==> images/flops_by_reg.png <==
Bar = 20 µm. Other sequential cells in the stronger gray, the rest of the logic in the fainter gray.
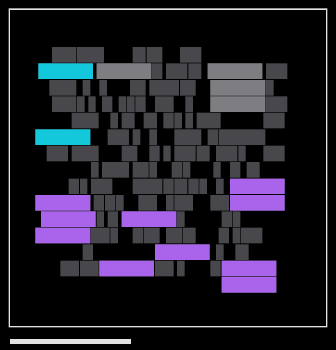
==> images/layer_met3.png <==
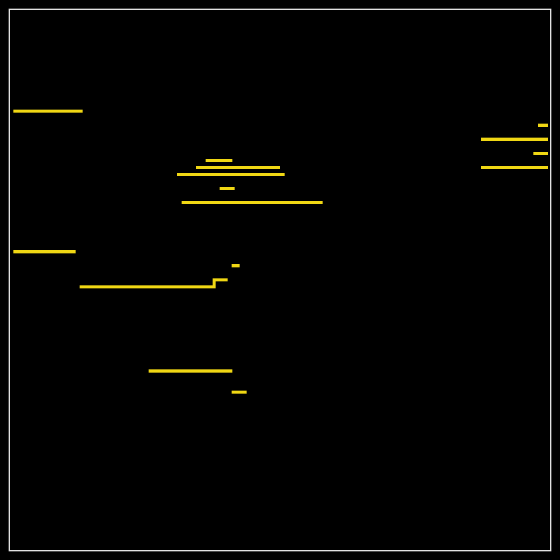
==> images/logic_types.png <==
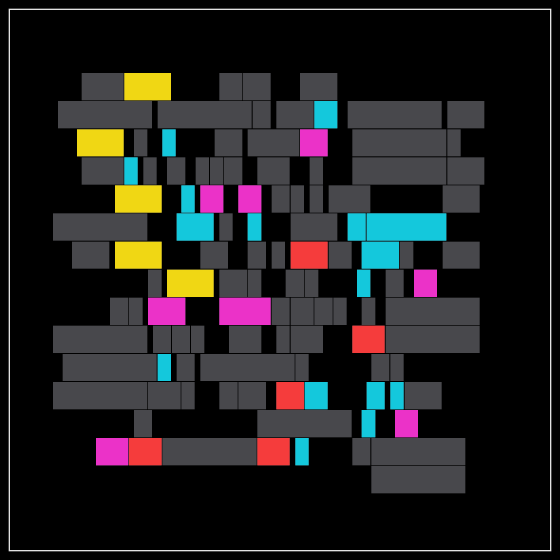
==> images/layer_met2.png <==
Bar = 20 µm.
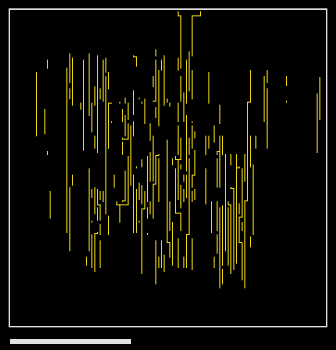
**src/rtl/button_press_handler.sv**
```systemverilog
// Turns a synchronized pushbutton level into one step per press plus hold-to-repeat steps, with release and long-press status.
// All outputs registered: step one clk after the first pressed cycle; no backpressure, pulses are fire-and-forget.
module button_press_handler #(
  parameter int HOLD_TICKS   = 500,
  parameter int REPEAT_TICKS = 100,
  parameter int CNT_W        = 10
) (
  input  logic clk,
  input  logic rst,
  input  logic tick_en,
  input  logic repeat_en,
  input  logic btn_sync,
  output logic step,
  output logic release_pulse,
  output logic long_press
);

  typedef enum logic [1:0] {
    ST_IDLE,
    ST_PRESSED,
    ST_REPEAT
  } state_t;

  localparam logic [CNT_W-1:0] HOLD_LAST   = CNT_W'(HOLD_TICKS - 1);
  localparam logic [CNT_W-1:0] REPEAT_LAST = CNT_W'(REPEAT_TICKS - 1);
  localparam logic [CNT_W-1:0] CNT_ONE     = CNT_W'(1);

  state_t           state_q, state_d;
  logic [CNT_W-1:0] cnt_q, cnt_d;
  logic             btn_q;
  logic             step_q, step_d;
  logic             rel_q, rel_d;
  logic             long_q, long_d;
  logic             rise;

  assign rise = btn_sync & ~btn_q;

  // State register. btn_q clearing on reset makes a still-held button re-fire after reset.
  always_ff @(posedge clk or posedge rst) begin
    if (rst) begin
      state_q <= ST_IDLE;
      cnt_q   <= '0;
      btn_q   <= 1'b0;
      step_q  <= 1'b0;
      rel_q   <= 1'b0;
      long_q  <= 1'b0;
    end else begin
      state_q <= state_d;
      cnt_q   <= cnt_d;
      btn_q   <= btn_sync;
      step_q  <= step_d;
      rel_q   <= rel_d;
      long_q  <= long_d;
    end
  end

  // Next-state logic. Release is tested first so it beats a coincident counter expiry.
  always_comb begin
    state_d = state_q;
    cnt_d   = cnt_q;
    step_d  = 1'b0;
    rel_d   = 1'b0;
    case (state_q)
      ST_IDLE: begin
        cnt_d = '0;
        if (rise) begin
          state_d = ST_PRESSED;
          step_d  = 1'b1;
        end
      end
      ST_PRESSED: begin
        if (!btn_sync) begin
          state_d = ST_IDLE;
          cnt_d   = '0;
          rel_d   = 1'b1;
        end else if (!repeat_en) begin
          cnt_d = '0;
        end else if (tick_en) begin
          if (cnt_q == HOLD_LAST) begin
            state_d = ST_REPEAT;
            cnt_d   = '0;
            step_d  = 1'b1;
          end else begin
            cnt_d = cnt_q + CNT_ONE;
          end
        end
      end
      ST_REPEAT: begin
        if (!btn_sync) begin
          state_d = ST_IDLE;
          cnt_d   = '0;
          rel_d   = 1'b1;
        end else if (!repeat_en) begin
          state_d = ST_PRESSED;
          cnt_d   = '0;
        end else if (tick_en) begin
          if (cnt_q == REPEAT_LAST) begin
            cnt_d  = '0;
            step_d = 1'b1;
          end else begin
            cnt_d = cnt_q + CNT_ONE;
          end
        end
      end
      default: begin
        state_d = ST_IDLE;
        cnt_d   = '0;
      end
    endcase
  end

  // Output logic: long_press follows the registered state, so it lags REPEAT entry/exit by one clk.
  always_comb begin
    long_d        = (state_q == ST_REPEAT);
    step          = step_q;
    release_pulse = rel_q;
    long_press    = long_q;
  end

endmodule

```
**config.mk**
```make
export PLATFORM = sky130hd
export DESIGN_NAME = button_press_handler
export DESIGN_NICKNAME = d
export VERILOG_FILES = /design/src/rtl/button_press_handler.sv
export SDC_FILE = /design/constraint.sdc
export NUM_CORES = 1
export LEC_CHECK = 0
export CORE_MARGIN = 4
export CORE_UTILIZATION = 49
export DETAILED_ROUTE_END_ITERATION = 8
export PLACE_DENSITY = 0.68
export RECOVER_POWER = 50
export SLEW_MARGIN = 20
export SYNTH_ARGS = -nofsm -noshare
export SYNTH_HDL_FRONTEND = slang
export SYNTH_SLANG_ARGS = --single-unit
```
**constraint.sdc**
```tcl
create_clock -name clk -period 2.3 [get_ports clk]
set_input_delay 0.345 -clock clk [delete_from_list [all_inputs] [get_ports clk]]
set_output_delay 0.345 -clock clk [all_outputs]
set_load 0.05 [all_outputs]
```
==> reports/results.ini <==
[status]
outcome = complete, no violations

[flow_run]
maxCapViolCount = 0
warning_count = 29

[final_layout]
layout_top_cell = dfrtp_1
logic_area_um2 = 528
antenna_cells = 0
final_cell_mix = 16 x dfrtp_1, 15 x nand2_1, 9 x nor2_1

[min_path]
hold_depth = 2

[die]
die_h_um = 52.3
fp_util_pct = 53.4
core_um2 = 1800

[critical_path]
reg2reg_to = cnt_q[6]
r2r_start = cnt_q[0]
r2r_slack_ns = 0.14
worst-path-max-fanout = 5
crit_type = register to register
cp-endpoint = cnt_q[6]

[yosys]
edf_count = 0
common_cells = 16 x dfrtp_1, 15 x nand2_1, 9 x nor2_1
top_area_cell = dfrtp_1
ys_seq_share_pct = 41.6
synthArstFlopShare_pct = 100
synth.most_common_cell = dfrtp_1
ys_sh_mux_pct = 4.55
netlist.area_leader.share_pct = 41.6
synth.avg_cell_area_um2 = 9.43
synthesis.area_um2 = 962

[drt]
wl_met2_um = 865
drt-wirelength-per-cell_um = 13.5
drt_iter0_drc = 22
wl_met1_um = 888
drc = 0

[sta]
whs_ns = 0.543
drv_slew = 0
slew_headroom_pct = 60.2
fin_ws_ns = 0.143

[placement]
gp_congestion = 0.823
dpl_cell_area_um2 = 1070

[global_routing]
top_usage_layer = met2
grt_pass1_vias = 731
antenna_found_initial = 0
grt_pass1_wl_um = 3350

[cts]
ctsHtreeMaxLevel = 1
cts_resized = 0
clock-sinks = 16
cts_root_buf = clkbuf_4
holdBufCountCts = 0
cts_buffer_depth = 2

[pwr]
power.total_uw = 853

## Picture notes: flops_by_reg.png
color	netlist name	flops
purple	cnt_q	10
cyan	state_q	2
not colored	4
flop share of the area: 36.4%
Reg area: 400 µm²
P_seq: 340 µW
final core utilization: 61.0%

## Picture notes: layer_met3.png
share of all routed wire	4.5%
nets with wire on the layer	12
main direction	horizontal
wire length on this layer	85.1 µm
GRT met3 Usage: 3.42%
routed vias: 772

## Picture notes: logic_types.png
color	family	cells
red	AND-OR and OR-AND gates	5
magenta	AND and OR gates	8
cyan	NOR gates	16
yellow	adder and majority cells	5

## Picture notes: layer_met2.png
share of all routed wire	46%
main direction	vertical
longest straight run	27.2 µm
GR met2 Demand/Resource: 25.0%
WL final: 1880 µm

[flip-flops by register name, indices dropped and copies added, names as in the netlist]
signal / flops
release_pulse: 1
cnt_q: 10
long_press: 1
state_q: 2
step: 1
btn_q: 1
[power by group]
group	switching (µW)	leakage (µW)	internal, µW	total (µW)
Clock	89.2	0.0000210	96.4	186
Combinational	196	0.000238	131	327
Sequential	22.9	0.000216	317	340
[final cells by class]
class                           instances  area share [%]
Sequential cell                        16            36.4
Inverter                                6            2.05
Clock buffer                            4            3.30
Timing Repair Buffer                    9            7.39
Multi-Input combinational cell         79            48.0
Tap cell                               25            2.84
[critical path, cell delays in order, from the launching register on]
cell and delay, ns:
dfrtp_1 0.40, ha_1 0.23, or4b_4 0.52, nor4_4 0.31, o22a_2 0.24, o21ai_1 0.10
a22o_1 0.24
Power is estimated from default activity; no workload was simulated.
